### config.mk
export PLATFORM = sky130hd
export DESIGN_NAME = nor_sync_counter
export DESIGN_NICKNAME = d
export VERILOG_FILES = /design/src/rtl/nor_sync_counter.sv
export SDC_FILE = /design/constraint.sdc
export NUM_CORES = 1
export LEC_CHECK = 0
export CAP_MARGIN = 20
export CORE_AREA = 2 2 39 41
export DETAILED_ROUTE_END_ITERATION = 7
export DIE_AREA = 0 0 41 43
export PLACE_DENSITY = 0.6
export SYNTH_ARGS = -nofsm -noshare
export SYNTH_HDL_FRONTEND = slang
export SYNTH_SLANG_ARGS = --single-unit
export TNS_END_PERCENT = 1
### constraint.sdc
create_clock -name clk -period 6.1 [get_ports clk]
set_clock_uncertainty 0.1 [all_clocks]
set_input_delay 1.83 -clock clk [delete_from_list [all_inputs] [get_ports clk]]
set_output_delay 1.83 -clock clk [all_outputs]
set_load 0.03 [all_outputs]
### src/rtl/nor_sync_counter.sv
// Loadable up/down binary counter with terminal-count and wrap outputs.
// Next-state decode is built only from NOR2 primitives feeding async-clear flops.
module nor_sync_counter #(
    parameter int WIDTH = 4
) (
    input  logic             clk,
    input  logic             rst_n,
    input  logic             en,
    input  logic             load,
    input  logic             up,
    input  logic [WIDTH-1:0] din,
    output logic [WIDTH-1:0] count,
    output logic             tc,
    output logic             wrap
);

    function automatic logic nor2(input logic a, input logic b);
        return ~(a | b);
    endfunction

    function automatic logic inv(input logic a);
        return nor2(a, a);
    endfunction

    function automatic logic or2(input logic a, input logic b);
        return inv(nor2(a, b));
    endfunction

    function automatic logic and2(input logic a, input logic b);
        return nor2(inv(a), inv(b));
    endfunction

    // Four-NOR XNOR: the two inner gates detect "exactly one input high".
    function automatic logic xnor2(input logic a, input logic b);
        logic n1;
        n1 = nor2(a, b);
        return nor2(nor2(a, n1), nor2(b, n1));
    endfunction

    function automatic logic xor2(input logic a, input logic b);
        return inv(xnor2(a, b));
    endfunction

    logic [WIDTH:0]   chain;
    logic [WIDTH-1:0] next_count;
    logic             count_en;

    // chain[i] is high when every lower bit is 1 (counting up) or 0 (counting
    // down), so bit i toggles on a step; chain[WIDTH] marks the terminal state.
    always_comb begin
        chain      = '0;
        next_count = '0;
        chain[0]   = 1'b1;
        count_en   = and2(en, inv(load));
        for (int i = 0; i < WIDTH; i++) begin
            chain[i+1]    = and2(chain[i], xnor2(up, count[i]));
            next_count[i] = or2(and2(load, din[i]),
                                and2(inv(load), xor2(count[i], and2(chain[i], en))));
        end
        tc = and2(count_en, chain[WIDTH]);
    end

    always_ff @(posedge clk or negedge rst_n) begin
        if (!rst_n) begin
            count <= '0;
            wrap  <= 1'b0;
        end else begin
            count <= next_count;
            wrap  <= tc;
        end
    end

endmodule
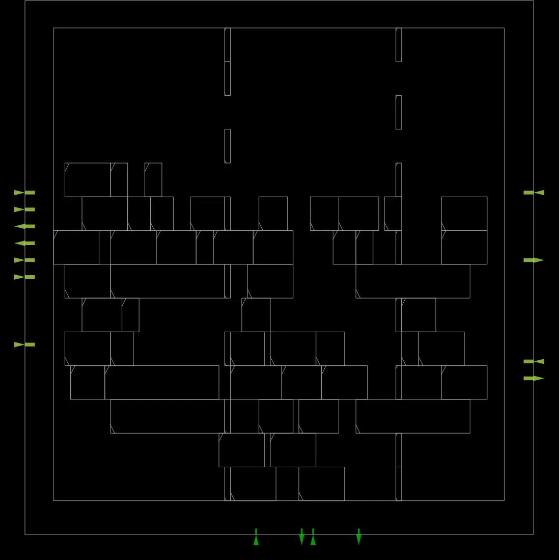
Figure 1: run 1, placement view.
Seq/total area: 0.2519
Tapcell Cnt: 16

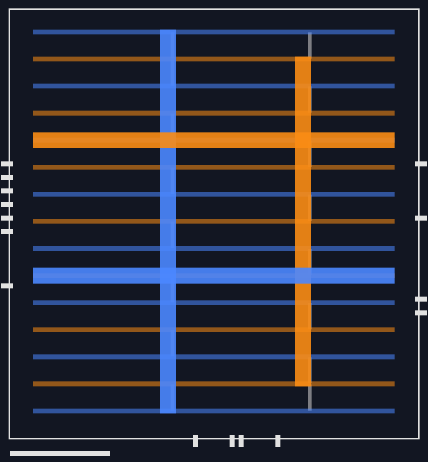
Figure 2: run 1, floorplan with the power grid.
Scale bar: 10 um. Pins as bars on the die edge. Tap cells in gray.
- VSS: blue
- VDD: orange
- met5 straps: 2
- rows: 14
- met1 rails: 15
- tap cells: 16
- met4 straps: 2

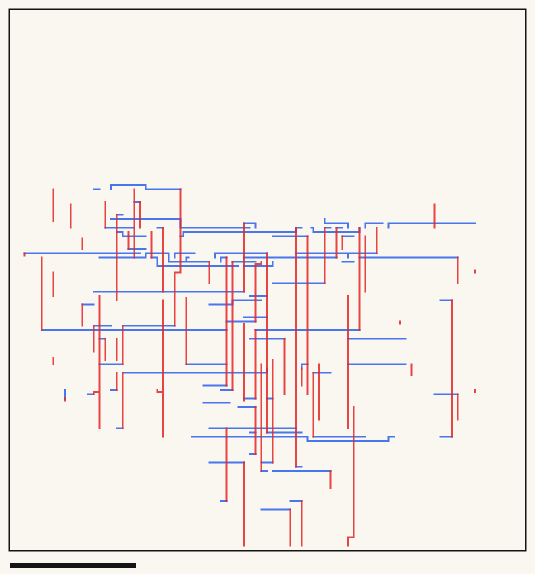
Figure 3: run 1, signal wires by layer.
Scale bar: 10 um. Only two layers are drawn.
- metal 2: red (wire length 303 um)
- metal 1: blue (wire length 265 um)

==> impl_metrics.toml, run 1 <==
# synthesis and place-and-route metrics
[final_timing]
fmax_mhz = 175.7
grt_setup_unrepaired = "no"
holdWs_ns = 0.4454

[min_path]
min_from = "count[3]"
worst_hold_path.num_cells = 1

[yosys]
fp_nets = 40
sequential_cell_area_fraction_in_the_yosys_report = 0.4184
ys_chip_area_um2 = 299.0
yosysWarnings = 0

[power]
total_leakage_power_nw = 0.1957
power_density_nw_per_um2 = 231.0

[final_layout]
final_nets = 60
num_antenna_cells = 0
utilization = 0.3590

[worst_setup_path]
path_cells = "clkdlybuf4s50_1 > or4_4 > a21oi_2 > and2_1 > clkdlybuf4s50_1"
cp-start-kind = "primary input"

[clock_tree]
tritoncts = "done"
htreeDepth = 1
cts.repair.resized = 0

[status]
status = "completed"

[placement]
dpl.cell_count = 62

[die]
core_area_um2 = 1384
initial_core_util = 0.2161

[global_routing]
grt_pass1_wl_um = 1048

[route]
met3_wirelength_um = 82
routed.top_layer = "met3"

[job]
warnings = 26
-- run 1: layout make-up --
class | count | area share
tap | 16 | 0.04030
timing repair buffer | 16 | 0.3123
multi-input combinational | 24 | 0.3350
inverter | 1 | 0.007557
sequential | 5 | 0.2519
clock buffer | 4 | 0.05290
-- run 1: power by group --
part           switching [mW]  leakage [nW]  internal (mW)  total, mW
clock                  0.0130        0.0150         0.0247     0.0376
combinational          0.0164         0.119         0.0182     0.0347
sequential            0.00548        0.0618         0.0369     0.0424
-- run 1: flip-flops by register name (all words and copies together), names as in the netlist --
register and cells:
wrap 1, count 4
-- run 1: kinds of logic (layout without fill, tap and decap cells) --
| family | after synthesis | in the layout | share of synthesized area |
|---|---|---|---|
| DFF | 5 | 5 | 0.4184 |
| muxes | 2 | 2 | 0.06695 |
| and+or+nand+nor | 14 | 14 | 0.2804 |
| buffers and inverters | 2 | 21 | 0.02508 |
| AOI/OAI and AO/OA | 5 | 5 | 0.1214 |
| xor gates and xnor gates | 3 | 3 | 0.08788 |
-- run 1: synthesized netlist by cell type --
library cell	n
sky130_fd_sc_hd__nand4_1	1
sky130_fd_sc_hd__a211o_1	1
sky130_fd_sc_hd__mux2i_1	2
sky130_fd_sc_hd__clkbuf_1	1
sky130_fd_sc_hd__nand2_1	3
sky130_fd_sc_hd__and2_1	1
sky130_fd_sc_hd__or4_4	1
sky130_fd_sc_hd__nand3_1	2
sky130_fd_sc_hd__nand2b_1	2
sky130_fd_sc_hd__dfrtp_1	5
sky130_fd_sc_hd__a21oi_2	1
sky130_fd_sc_hd__o21ai_0	2
sky130_fd_sc_hd__nor2_1	2
sky130_fd_sc_hd__o311ai_1	1
sky130_fd_sc_hd__and4_2	1
sky130_fd_sc_hd__nor4b_1	1
sky130_fd_sc_hd__xnor2_1	3
sky130_fd_sc_hd__inv_1	1
Figure 4. Placement by cell class (run 1).
Scale bar: 10 um.
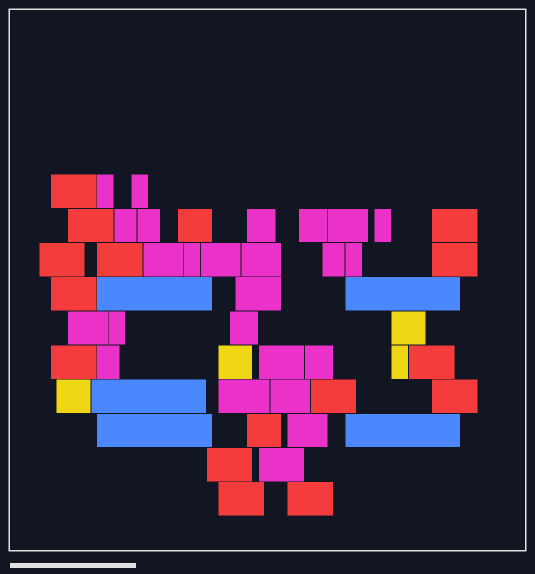

==> inputs of run 2 (changes only) <==
Settings changed: RECOVER_POWER set to 50, SKIP_LAST_GASP set to 1.
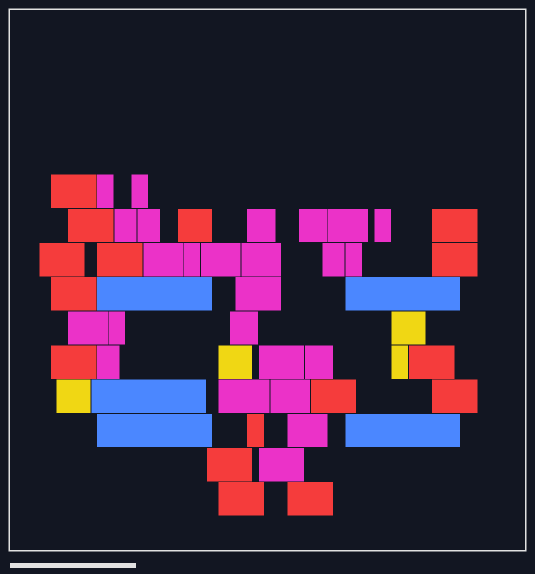
Figure 5: run 2, placement by cell class.
Scale bar: 10 um.
- combinational and other logic: magenta (cells 25; share of their area 36%)
- remaining buffers and delay cells: red (cells 16; share of their area 32%)
- sequential cells: blue (cells 5; share of their area 26%)
- clock drivers and dummy loads: yellow (cells 4; share of their area 5.6%)

==> run 2 against run 1 <==
Die size stayed put. Non-clock buffer count stayed put. Flip-flop count unchanged. Synthesized area unchanged. Worst setup slack better by 0.0026 ns. Cell count is the same. Maximum frequency is essentially flat. Cell area down 0.76%. Sequential share of layout area up 0.19 points. Sequential power hardly changed.
==> impl_metrics.toml, run 2 <==
# synthesis and place-and-route metrics
[final_layout]
utilization = 0.3562
final_cell_mix = "12 x sky130_fd_sc_hd__clkdlybuf4s50_1, 5 x sky130_fd_sc_hd__dfrtp_1, 3 x sky130_fd_sc_hd__nand2_1, 3 x sky130_fd_sc_hd__xnor2_1, 3 x sky130_fd_sc_hd__clkbuf_4"
largest_reg_flops = 4
top_register = "count"
final_nets = 60
num_antenna_cells = 0
top_regs = "count (4), wrap (1)"

[final_timing]
holdWs_ns = 0.4457
worst_slew_pin_slew_ns = 0.3394
grt_setup_unrepaired = "no"
max_slew_margin = 0.7706
fmax_mhz = 175.8

[power]
total_leakage_power_nw = 0.1919
power_mw = 0.1140
power_density_nw_per_um2 = 231.3

[worst_setup_path]
cp_data_required_time_ns = 4.17
timing.critical_path.to = "tc"
cp-start-kind = "primary input"
path_cells = "clkdlybuf4s50_1 > or4_4 > a21oi_2 > and2_1 > clkdlybuf4s50_1"

[clock_tree]
cts-root-buf = "sky130_fd_sc_hd__clkbuf_4"
cts.repair.resized = 0
htreeDepth = 1
tritoncts = "done"

[die]
die_ht_um = 43
dieArea_um2 = 1763
initial_core_util = 0.2161
core_area_um2 = 1384

[job]
warnings = 26

[global_routing]
antenna_found_initial = 0
grt_pass1_wl_um = 1048

[route]
postRouteWirelength_um = 652
detail_route.iter0.violations = 1

[yosys]
synth.top_cells.by_count = "5 x sky130_fd_sc_hd__dfrtp_1, 3 x sky130_fd_sc_hd__nand2_1, 3 x sky130_fd_sc_hd__xnor2_1"
netlist.top_cell.by_instances = "sky130_fd_sc_hd__dfrtp_1"
ys_chip_area_um2 = 299.0
fp_nets = 40
dominantRegCellSynth = "sky130_fd_sc_hd__dfrtp_1"
yosysWarnings = 0
synthCells = 31
netlist.top_cell.by_area = "sky130_fd_sc_hd__dfrtp_1"
sequential_cell_area_fraction_in_the_yosys_report = 0.4184
synth-seq-cells = 5
synth-async-reset-ratio = 1.000
edf_count = 0

[placement]
dpl.cell_count = 62
buffer_ports.inserted = 14
dp_hpwl_um = 515.7

[status]
status = "completed"
==> run 2: cell counts after synthesis <==
Identical to the previous run, type by type.
==> run 2: worst min path at each step <==
stage                     cells past startpoint      from  endpoint  slack, ns
after floorplan                               1  count[3]  count[3]       0.59
after global placement                        1  count[3]  count[3]       0.44
after detailed placement                      1  count[3]  count[3]       0.45
after CTS                                     1  count[3]  count[3]       0.45
after global routing                          1  count[3]  count[3]       0.48
final                                         1  count[3]  count[3]       0.45
==> run 2: layout make-up <==
| type | instances | area, um2 | share of cell area |
|---|---|---|---|
| clock buffers | 4 | 26.28 | 0.05330 |
| inverters | 1 | 3.754 | 0.007614 |
| multi-input cells | 24 | 166.4 | 0.3376 |
| flip-flops and latches | 5 | 125.1 | 0.2538 |
| well taps | 16 | 20.02 | 0.04061 |
| repair buffers | 16 | 151.4 | 0.3071 |
==> run 2: logic make-up after synthesis <==
group	share of synthesized area
AND-OR/OR-AND	0.1214
XOR/XNOR	0.08788
AND/OR/NAND/NOR	0.2804
multiplexers	0.06695
flip-flops	0.4184
buffers and inverters	0.02508
==> run 2: metal layers <==
| layer | vias up | share of wire | GRT usage |
|---|---|---|---|
| li1 | 151 | - | - |
| met1 | 134 | 0.41 | 0.1032 |
| met2 | 15 | 0.47 | 0.1313 |
| met3 | 0 | 0.13 | 0.09424 |
| met4 | 0 | 0 | 0.04000 |
| met5 | - | 0 | 0 |
==> run 2: worst max-delay path, delay by kind of cell <==
family	cells	cell delay, ns
buffers and inverters	2	1.09
and+or+nand+nor	2	0.67
AOI/OAI and AO/OA	1	0.17
==> run 2: power by group <==
part	switching (mW)	internal [mW]	total (mW)
Sequential	0.00548	0.0370	0.0424
Combinational	0.0164	0.0176	0.0339
Clock	0.0130	0.0247	0.0376
Total	0.0348	0.0792	0.114
Figure 6. Floorplan with the power grid (run 2).
Scale bar: 10 um. Pins as bars on the die edge. Tap cells in gray.
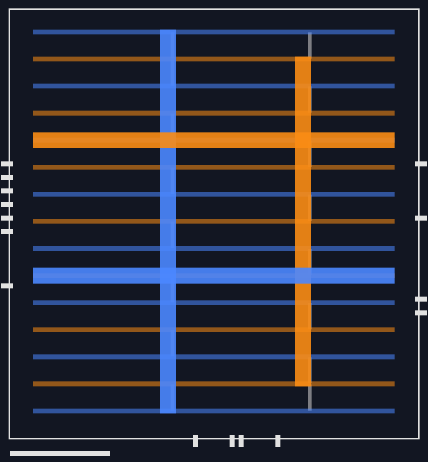

==> inputs of run 3 (changes only) <==
Settings changed: CORE_AREA 2 2 39 41 to 8 8 45 47, CTS_CLUSTER_SIZE set to 20, DIE_AREA 0 0 41 43 to 0 0 53 55, SLEW_MARGIN set to 25.
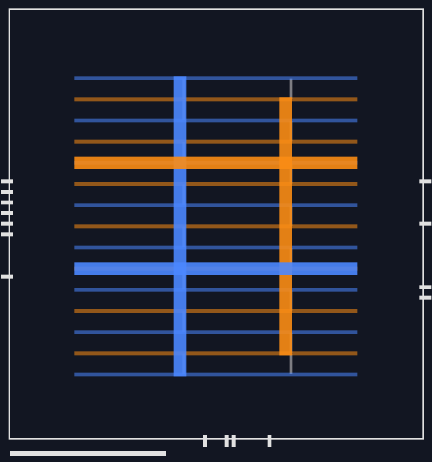
Figure 7: run 3, floorplan with the power grid.
Scale bar: 20 um. Pins as bars on the die edge. Tap cells in gray.
- VSS: blue
- VDD: orange
- met1 rails: 15
- rows: 14
- tap cells: 16
- met4 straps: 2
- met5 straps: 2

==> run 3 against run 2 <==
Flip-flop count stayed put. Combinational power hardly changed. Hold slack worse by 0.021 ns. Count of clock-buffer cells in the layout stayed put. First-iteration DRC count is 100% higher. Sequential share of layout area stayed put. Global-route usage is 4.1 points lower. Synthesized cell count stayed put. Maximum frequency is 0.26% lower.
==> impl_metrics.toml, run 3 <==
# synthesis and place-and-route metrics
[power]
power_density_nw_per_um2 = 231.3
power.net_switching_mw = 0.03486
pg_clk_mw = 0.0373
sequentialPower_mw = 0.0428
power.group.top = "sequential cells"

[global_routing]
gr-usage-met2 = 0.08789
grt_pass1_wl_um = 1138
globalRouteMet3Util = 0.05615

[yosys]
ys_chip_area_um2 = 299.0
synth-seq-cells = 5
netlist.top_cell.by_instances = "sky130_fd_sc_hd__dfrtp_1"
yosysWarnings = 0
synth.comb.largest_family = "simple AND/OR/NAND/NOR gates"
post_synth_ao_oa_area_fraction = 0.1213
synthCells = 31

[placement]
buffer_ports.inserted = 14
dp_hpwl_um = 610.7

[clock_tree]
cts-root-buf = "sky130_fd_sc_hd__clkbuf_4"
htreeDepth = 1

[min_path]
worst_hold_path.num_cells = 1

[final_timing]
max_slew_margin = 0.7688

[die]
die_ht_um = 55

[route]
route.met2.wl_um = 342
met3_wirelength_um = 99

[final_layout]
top_register = "count"
top_regs = "count (4), wrap (1)"

[worst_setup_path]
cp-start-kind = "primary input"
worst-path-buf-inv = 2

[status]
status = "completed"
==> run 3: cell counts in the layout (fill, tap and decap cells not counted) <==
Identical to the previous run, type by type.
==> run 3: cell families after synthesis <==
family                 Yosys count
AND/OR/NAND/NOR                 14
XOR/XNOR                         3
flip-flops                       5
AND-OR/OR-AND                    5
multiplexers                     2
buffers and inverters            2
==> run 3: through the flow <==
| step | hold WS (ns) | cells | utilization | worst slack (ns) |
|---|---|---|---|---|
| floorplan | 0.5930 | 31 | - | 1.353 |
| global placement | 0.4146 | 62 | 0.3400 | 0.3815 |
| detailed placement | 0.4263 | 62 | 0.3400 | 0.3895 |
| CTS | 0.4317 | 66 | 0.3590 | 0.3840 |
| global route | 0.4537 | 66 | 0.3562 | 0.3289 |
| finish | 0.4249 | 66 | 0.3562 | 0.3973 |
==> run 3: layout make-up <==
cell class | count | area (um2) | area share
Clock buffer | 4 | 26.28 | 0.05330
Sequential cell | 5 | 125.1 | 0.2538
Tap cell | 16 | 20.02 | 0.04061
Inverter | 1 | 3.754 | 0.007614
Multi-Input combinational cell | 24 | 166.4 | 0.3376
Timing Repair Buffer | 16 | 151.4 | 0.3071
==> run 3: how the worst max path moves through the flow <==
| stage | cells after the start | slack, ns | start | end |
|---|---|---|---|---|
| 2_1_floorplan | 3 | 1.35 | up | tc |
| 6_report | 5 | 0.40 | up | tc |
| 4_1_cts | 5 | 0.38 | up | tc |
| 3_5_place_dp | 5 | 0.39 | up | tc |
| 3_3_place_gp | 5 | 0.38 | up | tc |
| 5_1_grt | 5 | 0.33 | up | tc |
==> run 3: worst register-to-register path: stages, from the launching register on <==
cell	delay, ns
sky130_fd_sc_hd__dfrtp_1	0.46
sky130_fd_sc_hd__or4_4	0.51
sky130_fd_sc_hd__a21oi_2	0.17
sky130_fd_sc_hd__mux2i_1	0.19
Power figures rest on the tool's default switching activity, not on a simulated workload.
